--- src/rtl/dmem_pkg.sv ---
// Shared constants and enums for the dmem DMA engine.
// Holds data/address widths, word stride, FSM states and job modes.
package dmem_pkg;

   localparam int DATA_W      = 16;
   localparam int ADDR_W      = 16;
   localparam int WORD_STRIDE = 2;

   typedef enum logic [1:0] {
      IDLE,
      RD,
      WR,
      DONE
   } state_t;

   typedef enum logic {
      MODE_COPY,
      MODE_FILL
   } mode_t;

endpackage

--- src/rtl/dmem_addr_gen.sv ---
// Loadable wrapping byte-address incrementer (one per DMA pointer).
// Ports: clk, rst_n, load, load_value[R], inc, value[R].
module dmem_addr_gen
   import dmem_pkg::*;
#(
   parameter int R      = ADDR_W,
   parameter int STRIDE = WORD_STRIDE
) (
   input  logic         clk,
   input  logic         rst_n,
   input  logic         load,
   input  logic [R-1:0] load_value,
   input  logic         inc,
   output logic [R-1:0] value
);

   // Plain R-bit add: carry out is dropped so 0xFFFE + 2 wraps to 0.
   localparam logic [R-1:0] STEP = R'(STRIDE);

   always_ff @(posedge clk or negedge rst_n) begin
      if (!rst_n) begin
         value <= '0;
      end else if (load) begin
         value <= load_value;
      end else if (inc) begin
         value <= value + STEP;
      end
   end

endmodule

--- src/rtl/dmem_dma.sv ---
// Block COPY / FILL engine driving the single-port 16-bit dmem.
// Ports: clk, rst_n, start/mode/src_addr/dst_addr/len_words/fill_data
// (job request), busy/done/error/words_done (status),
// dmem_addr/dmem_we/dmem_wdata/dmem_rdata (memory port).
module dmem_dma
   import dmem_pkg::*;
#(
   parameter int N      = DATA_W,
   parameter int R      = ADDR_W,
   parameter int STRIDE = WORD_STRIDE
) (
   input  logic         clk,
   input  logic         rst_n,
   input  logic         start,
   input  logic         mode,
   input  logic [R-1:0] src_addr,
   input  logic [R-1:0] dst_addr,
   input  logic [15:0]  len_words,
   input  logic [N-1:0] fill_data,
   output logic         busy,
   output logic         done,
   output logic         error,
   output logic [15:0]  words_done,
   output logic [R-1:0] dmem_addr,
   output logic         dmem_we,
   output logic [N-1:0] dmem_wdata,
   input  logic [N-1:0] dmem_rdata
);

   state_t      state;
   mode_t       mode_q;
   logic [15:0] remaining;

   logic [R-1:0] src_q;
   logic [R-1:0] dst_q;

   logic aligned;
   logic accept;
   logic ptr_inc;

   assign aligned = ~src_addr[0] & ~dst_addr[0];

   assign accept = (state == IDLE) && start
                && aligned && (len_words != 16'd0);

   assign ptr_inc = (state == WR);

   dmem_addr_gen #(
      .R      (R),
      .STRIDE (STRIDE)
   ) u_src (
      .clk        (clk),
      .rst_n      (rst_n),
      .load       (accept),
      .load_value (src_addr),
      .inc        (ptr_inc),
      .value      (src_q)
   );

   dmem_addr_gen #(
      .R      (R),
      .STRIDE (STRIDE)
   ) u_dst (
      .clk        (clk),
      .rst_n      (rst_n),
      .load       (accept),
      .load_value (dst_addr),
      .inc        (ptr_inc),
      .value      (dst_q)
   );

   // Both pointers are flops and the select is the state flop, so
   // the address never sees a combinational path from start.
   assign dmem_addr = (state == RD) ? src_q : dst_q;

   always_ff @(posedge clk or negedge rst_n) begin
      if (!rst_n) begin
         state      <= IDLE;
         mode_q     <= MODE_COPY;
         remaining  <= '0;
         busy       <= 1'b0;
         done       <= 1'b0;
         error      <= 1'b0;
         words_done <= '0;
         dmem_we    <= 1'b0;
         dmem_wdata <= '0;
      end else begin
         unique case (state)
            IDLE: begin
               if (start) begin
                  if (!aligned) begin
                     error <= 1'b1;
                  end else if (len_words == 16'd0) begin
                     error      <= 1'b0;
                     words_done <= '0;
                     done       <= 1'b1;
                     state      <= DONE;
                  end else begin
                     error      <= 1'b0;
                     words_done <= '0;
                     remaining  <= len_words;
                     mode_q     <= mode_t'(mode);
                     busy       <= 1'b1;
                     if (mode_t'(mode) == MODE_FILL) begin
                        // The fill pattern lives in the write-data
                        // flop for the whole job.
                        dmem_we    <= 1'b1;
                        dmem_wdata <= fill_data;
                        state      <= WR;
                     end else begin
                        dmem_we <= 1'b0;
                        state   <= RD;
                     end
                  end
               end
            end

            RD: begin
               // Write-data flop doubles as the copy buffer.
               dmem_wdata <= dmem_rdata;
               dmem_we    <= 1'b1;
               state      <= WR;
            end

            WR: begin
               words_done <= words_done + 16'd1;
               remaining  <= remaining - 16'd1;
               if (remaining == 16'd1) begin
                  busy    <= 1'b0;
                  done    <= 1'b1;
                  dmem_we <= 1'b0;
                  state   <= DONE;
               end else if (mode_q == MODE_COPY) begin
                  dmem_we <= 1'b0;
                  state   <= RD;
               end
            end

            DONE: begin
               done  <= 1'b0;
               state <= IDLE;
            end

            default: begin
               state <= IDLE;
            end
         endcase
      end
   end

endmodule

--- config.mk ---
export PLATFORM = sky130hd
export DESIGN_NAME = dmem_dma
export DESIGN_NICKNAME = d
export VERILOG_FILES = /design/src/rtl/dmem_pkg.sv /design/src/rtl/dmem_addr_gen.sv /design/src/rtl/dmem_dma.sv
export SDC_FILE = /design/constraint.sdc
export NUM_CORES = 1
export LEC_CHECK = 0
export ABC_AREA = 1
export CELL_PAD_IN_SITES_DETAIL_PLACEMENT = 0
export CELL_PAD_IN_SITES_GLOBAL_PLACEMENT = 2
export CORE_AREA = 4 4 150 152
export CTS_CLUSTER_SIZE = 10
export DETAILED_ROUTE_END_ITERATION = 10
export DIE_AREA = 0 0 154 156
export PLACE_DENSITY_LB_ADDON = 0.1
export RECOVER_POWER = 50
export SLEW_MARGIN = 20
export SYNTH_ARGS = -nofsm -noshare
export SYNTH_HDL_FRONTEND = slang
export SYNTH_SLANG_ARGS = --single-unit
--- constraint.sdc ---
create_clock -name clk -period 2.45 [get_ports clk]
set_input_delay 0.6125 -clock clk [delete_from_list [all_inputs] [get_ports clk]]
set_output_delay 0.6125 -clock clk [all_outputs]
set_load 0.02 [all_outputs]
Fig. 1: run 1, cells colored by class
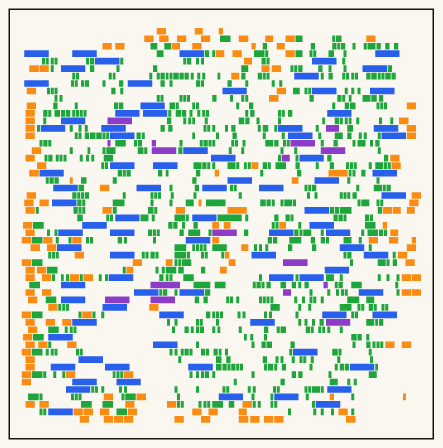
class	color	cells
sequential cells	blue	87
remaining buffers and delay cells	orange	153
clock drivers and dummy loads	purple	16
remaining logic cells	green	726

Fig. 2: run 1, local utilization
15 x 16 tiles, from white (low) to dark blue (high), 0 to 100% covered.
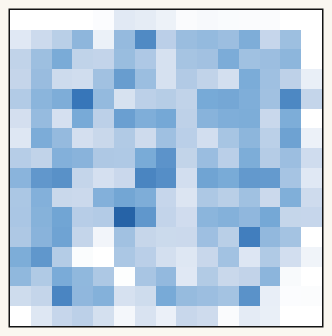
densest ninth of the die	middle
emptiest ninth of the die	bottom right
fullest tile	80%
nearly empty tiles	7.9%
tiles over 75% full	0.40%
mean over tiles	31%

Fig. 3: run 1, placed standard cells
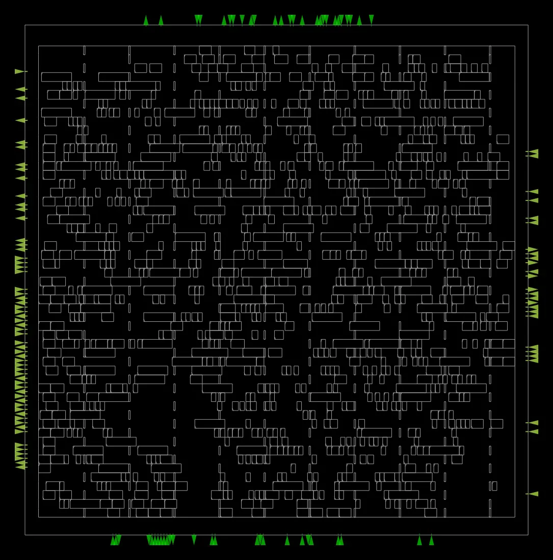
num sequential: 87
FP Rows: 53
Finished Layout Cells: 1257
fraction of area in registers: 28.0%

==> results.cfg, run 1 <==
; flow metrics
[layout]
final.signal_buffer_count = 153
final_cell_mix = nand2_1, clkdlybuf4s50_1, nor2_1
nClkBuffers = 11
area_growth_pct = 33.2
comb_cells = 639
fin_area_sq_um = 7770
lay_top_count = nand2_1

[route]
dr.first_iter.drc_count = 272
wl_met2_microns = 8560
highest_layer = met5
drtAntennaViolNets = 0
firstDrtPassIters = 5
vias = 5616

[clock_network]
cts-resized-gates = 20
clkSlewWorstSetupHoldPaths_ps = 70
clock_latency_ps = 350
hold_buffers = 0
cts_tree = built
clockRootBuffer = clkbuf_16
post_cts_buffers = 0
clock_path_buffers = 2

[placement]
port_buffers = 135
dp.cells = 1241

[die]
core_region_area_sq_um = 21000
fp_util_pct = 27.8
nWellTaps = 275

[critical_path]
cp_slowest_stage_delay_ps = 370
cp-start-kind = register
regToRegEndpoint = u_dst.value[12]
cp_cell_sequence = inv_1, ha_4, buf_4, o21ai_0, dlygate4sd2_1
path_buffers = 3
crit_path_start = state[1]
cp_data_required_time_ps = 1840
reg2reg_slack_ps = 260
crit_end = dmem_addr[4]
crit_cells = 5

[yosys]
enable_flop_cells = 0
synth.avg_cell_area_sq_um = 6.97
numSynthFlops = 87
synthTopCellsByArea = dfrtp_1, nand2_1, nand3_1, nor2_1, inv_1
ys_sh_adder_pct = 2.14
synthCells = 838
synth_chip_area_sq_um = 5840
ys_sh_aoi_pct = 6.43
synthSimpleGateAreaFrac_pct = 39.5
synthFlopType = dfrtp_1
yosys-top-cells-count = nand2_1, nor2_1, nand3_1
syn_nets = 932

[global_route]
overflow = 0
grt_start_max_net_pins = 48
grtUsageTotal_pct = 16.2
use_met1_pct = 21.9
antenna_found_initial = 1

[sta]
min_period_ps = 2320
finalSetupViolations = 0
clock.fmax_mhz = 431
fin_tns_setup_ps = 0
fin_crit_sh_pct = 94.6
finalHoldViolCount = 0
slew_violations = 0

[power_and_ir_drop]
irDropWorstVdd_uv = 435
pwr-share-seq_pct = 31.5
power_leader = combinational cells
p_comb_mw = 4.46
power.internal_mw = 4.60
p_leak_nw = 3.61

[run_status]
status = complete, no violations
--- run 2 (diff from run 1) ---
--- a/config.mk
+++ b/config.mk
@@ -12,9 +12,8 @@
 export CTS_CLUSTER_SIZE = 10
 export DETAILED_ROUTE_END_ITERATION = 10
 export DIE_AREA = 0 0 154 156
-export PLACE_DENSITY_LB_ADDON = 0.1
+export PLACE_DENSITY = 0.88
 export RECOVER_POWER = 50
-export SLEW_MARGIN = 20
 export SYNTH_ARGS = -nofsm -noshare
 export SYNTH_HDL_FRONTEND = slang
 export SYNTH_SLANG_ARGS = --single-unit
==> run 2 against run 1 <==
Against the previous run:
- non-clock buffer count grew 1
- clock skew shrank 0.57 ps
- global-route usage shrank 1.2 points
- critical path type unchanged
- sequential share of layout area shrank 0.13 points
- clock-buffer cell count grew 1
- maximum frequency shrank 1.7%
- register-to-register slack lost 20 ps
- critical path depth shrank 1
- via count grew 1.8%
- final area grew 0.45%
- clock power is essentially flat
==> results.cfg, run 2 <==
; flow metrics
[run_status]
status = complete, no violations

[yosys]
synthTopCellsByArea = dfrtp_1, nand2_1, nand3_1, nor2_1, inv_1
yosys-top-cells-count = nand2_1, nor2_1, nand3_1
synthCells = 838
enable_flop_cells = 0
synthFlopType = dfrtp_1
async_reset_ff_share_pct = 100
syn_nets = 932
ys_sh_adder_pct = 2.14
yosysTopAreaCellShare_pct = 37.3
synth.avg_cell_area_sq_um = 6.97
synthSimpleGateAreaFrac_pct = 39.5
yosysUniqueCellTypes = 37
synth_chip_area_sq_um = 5840
numSynthFlops = 87

[critical_path]
slowest_stage = dfrtp_1
cp_slowest_stage_delay_ps = 440
cp-start-kind = register
crit_end = dmem_addr[7]
reg2reg_slack_ps = 240
crit_cells = 4
cp_data_required_time_ps = 1840
path_buffers = 2
cp_cell_sequence = ha_4, buf_12, mux2_2, clkdlybuf4s15_2
regToRegEndpoint = words_done[5]
crit_path_start = state[0]

[global_route]
antenna_found_initial = 1
grt_pass1_wl_microns = 29100
use_met1_pct = 20.4
grtUsageTotal_pct = 15.0
overflow = 0
grt_start_max_net_pins = 48

[die]
nWellTaps = 275
rows = 53
fp_util_pct = 27.8
core_region_area_sq_um = 21000

[clock_network]
clockRootBuffer = clkbuf_16
hold_buffers = 0
post_cts_buffers = 0
numCtsBuffers = 9
clkSlewWorstSetupHoldPaths_ps = 60
cts-resized-gates = 23
cts_tree = built
clock_latency_ps = 350
clock_path_buffers = 2

[power_and_ir_drop]
pwr-share-seq_pct = 31.1
power.internal_mw = 4.72
p_leak_nw = 3.60
power_leader = combinational cells
p_comb_mw = 4.55
sw_frac_of_total_pct = 45.7
irDropWorstVdd_uv = 479

[route]
wl_met2_microns = 7900
highest_layer = met5
wl_met3_microns = 1270
firstDrtPassIters = 5
route.detailed.drc = 0
dr.first_iter.drc_count = 290
vias = 5718
drtAntennaViolNets = 0

[sta]
finalSetupViolations = 0
finalHoldViolCount = 0
rsz0062_at_grt = no
slew_violations = 0
clock.fmax_mhz = 424
fin_tns_setup_ps = 0
fin_crit_sh_pct = 96.3
min_period_ps = 2360

[layout]
comb_cells = 639
final_cell_mix = nand2_1, clkdlybuf4s50_1, nor2_1
final.signal_buffer_count = 154
nClkBuffers = 12
lay_top_count = nand2_1
post-route-util_pct = 37.2
seq_share_pct = 27.9
fin_area_sq_um = 7810
flop-count = 87
area_growth_pct = 33.8
layoutNonFillerInstCount = 1257

[placement]
dp.cells = 1241
port_buffers = 135
Fig. 4: run 2, metal 2
Scale bar: 50 microns.
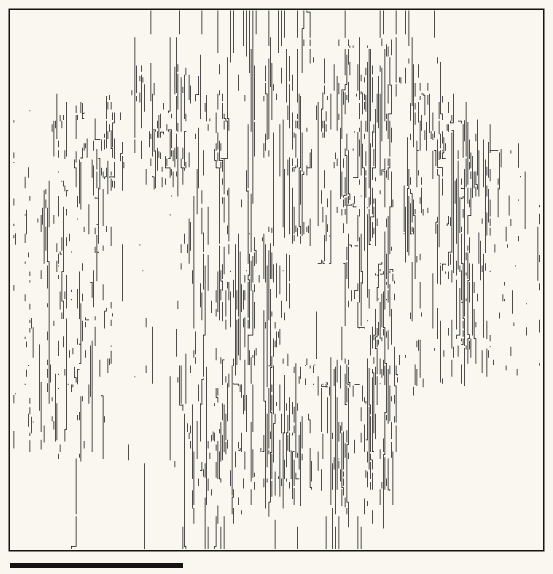
wire length on this layer	7900 microns
nets with wire on the layer	769
main direction	vertical
longest straight run	55.6 microns

Fig. 5: run 2, local utilization
15 x 16 tiles, from white (low) to dark blue (high), 0 to 100% covered.
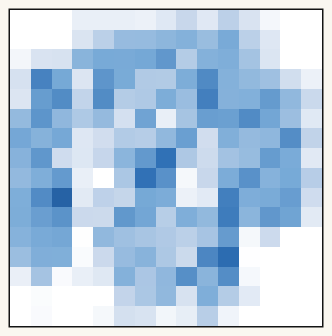
densest ninth of the die	right middle
emptiest ninth of the die	bottom right
tiles over 75% full	0.80%
nearly empty tiles	15%
mean over tiles	31%

--- run 3 (diff from run 2) ---
--- a/config.mk
+++ b/config.mk
@@ -12,7 +12,7 @@
 export CTS_CLUSTER_SIZE = 10
 export DETAILED_ROUTE_END_ITERATION = 10
 export DIE_AREA = 0 0 154 156
-export PLACE_DENSITY = 0.88
+export PLACE_DENSITY = 0.78
 export RECOVER_POWER = 50
 export SYNTH_ARGS = -nofsm -noshare
 export SYNTH_HDL_FRONTEND = slang
==> run 3 against run 2 <==
Against the previous run:
- the flow now finishes with violations (capacitance limit, slew limit)
- register-to-register slack about the same
- sequential cell count stayed put
- via count decreased by 0.58%
- critical path depth stayed put
- final cell count down 0.32%
- power decreased by 0.88%
- synthesized area did not move
- sequential share of layout area up 0.19 points
==> results.cfg, run 3 <==
; flow metrics
[layout]
area_growth_pct = 32.9
fin_area_sq_um = 7760
final_cell_mix = nand2_1, clkdlybuf4s50_1, nor2_1
flop-count = 87

[yosys]
ys_sh_aoi_pct = 6.43
synthTopCellsByArea = dfrtp_1, nand2_1, nand3_1, nor2_1, inv_1
synthSimpleGateAreaFrac_pct = 39.5
synthCells = 838
async_reset_ff_share_pct = 100
yosysTopAreaCellShare_pct = 37.3
synthFlopType = dfrtp_1
syn_nets = 932

[route]
firstDrtPassIters = 4
vias = 5685
dr.first_iter.drc_count = 289

[critical_path]
cp_data_required_time_ps = 1840
regToRegEndpoint = remaining[0]
slowest_stage = dfrtp_1
crit_cells = 4
reg2reg_slack_ps = 240
crit_end = dmem_addr[13]

[power_and_ir_drop]
p_comb_mw = 4.47
power_leader = combinational cells
pwr-share-seq_pct = 31.4
sw_frac_of_total_pct = 46.3

[sta]
clock.fmax_mhz = 421
slew_violations = 31
finalSetupViolations = 0
fin_crit_sh_pct = 96.9
finalHoldViolCount = 0
rsz0062_at_grt = no

[run_status]
violations = capacitance limit, slew limit
status = finished, violations left

[clock_network]
hold_buffers = 0
clockRootBuffer = clkbuf_16
numCtsBuffers = 9
clock_latency_ps = 350
clkSlewWorstSetupHoldPaths_ps = 70

[die]
nWellTaps = 275
fp_util_pct = 27.8

[global_route]
grtUsageTotal_pct = 15.8
overflow = 0

[run]
maxCapViolCount = 1

[placement]
port_buffers = 135
Fig. 6: run 3, local utilization
15 x 16 tiles, from white (low) to dark blue (high), 0 to 100% covered.
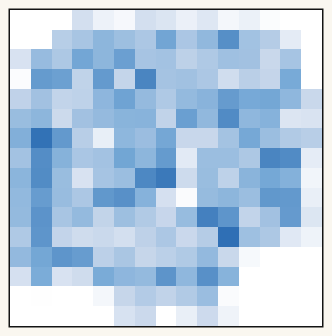
mean over tiles	31%
emptiest ninth of the die	bottom right
nearly empty tiles	15%
fullest tile	74%

Fig. 7: run 3, placed standard cells
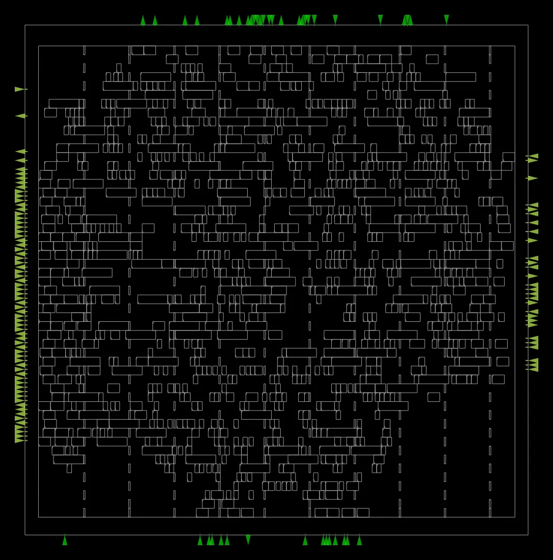
FILL cells: 2255
Finished Layout Cells: 1253

Power and IR drop assume default switching activity.
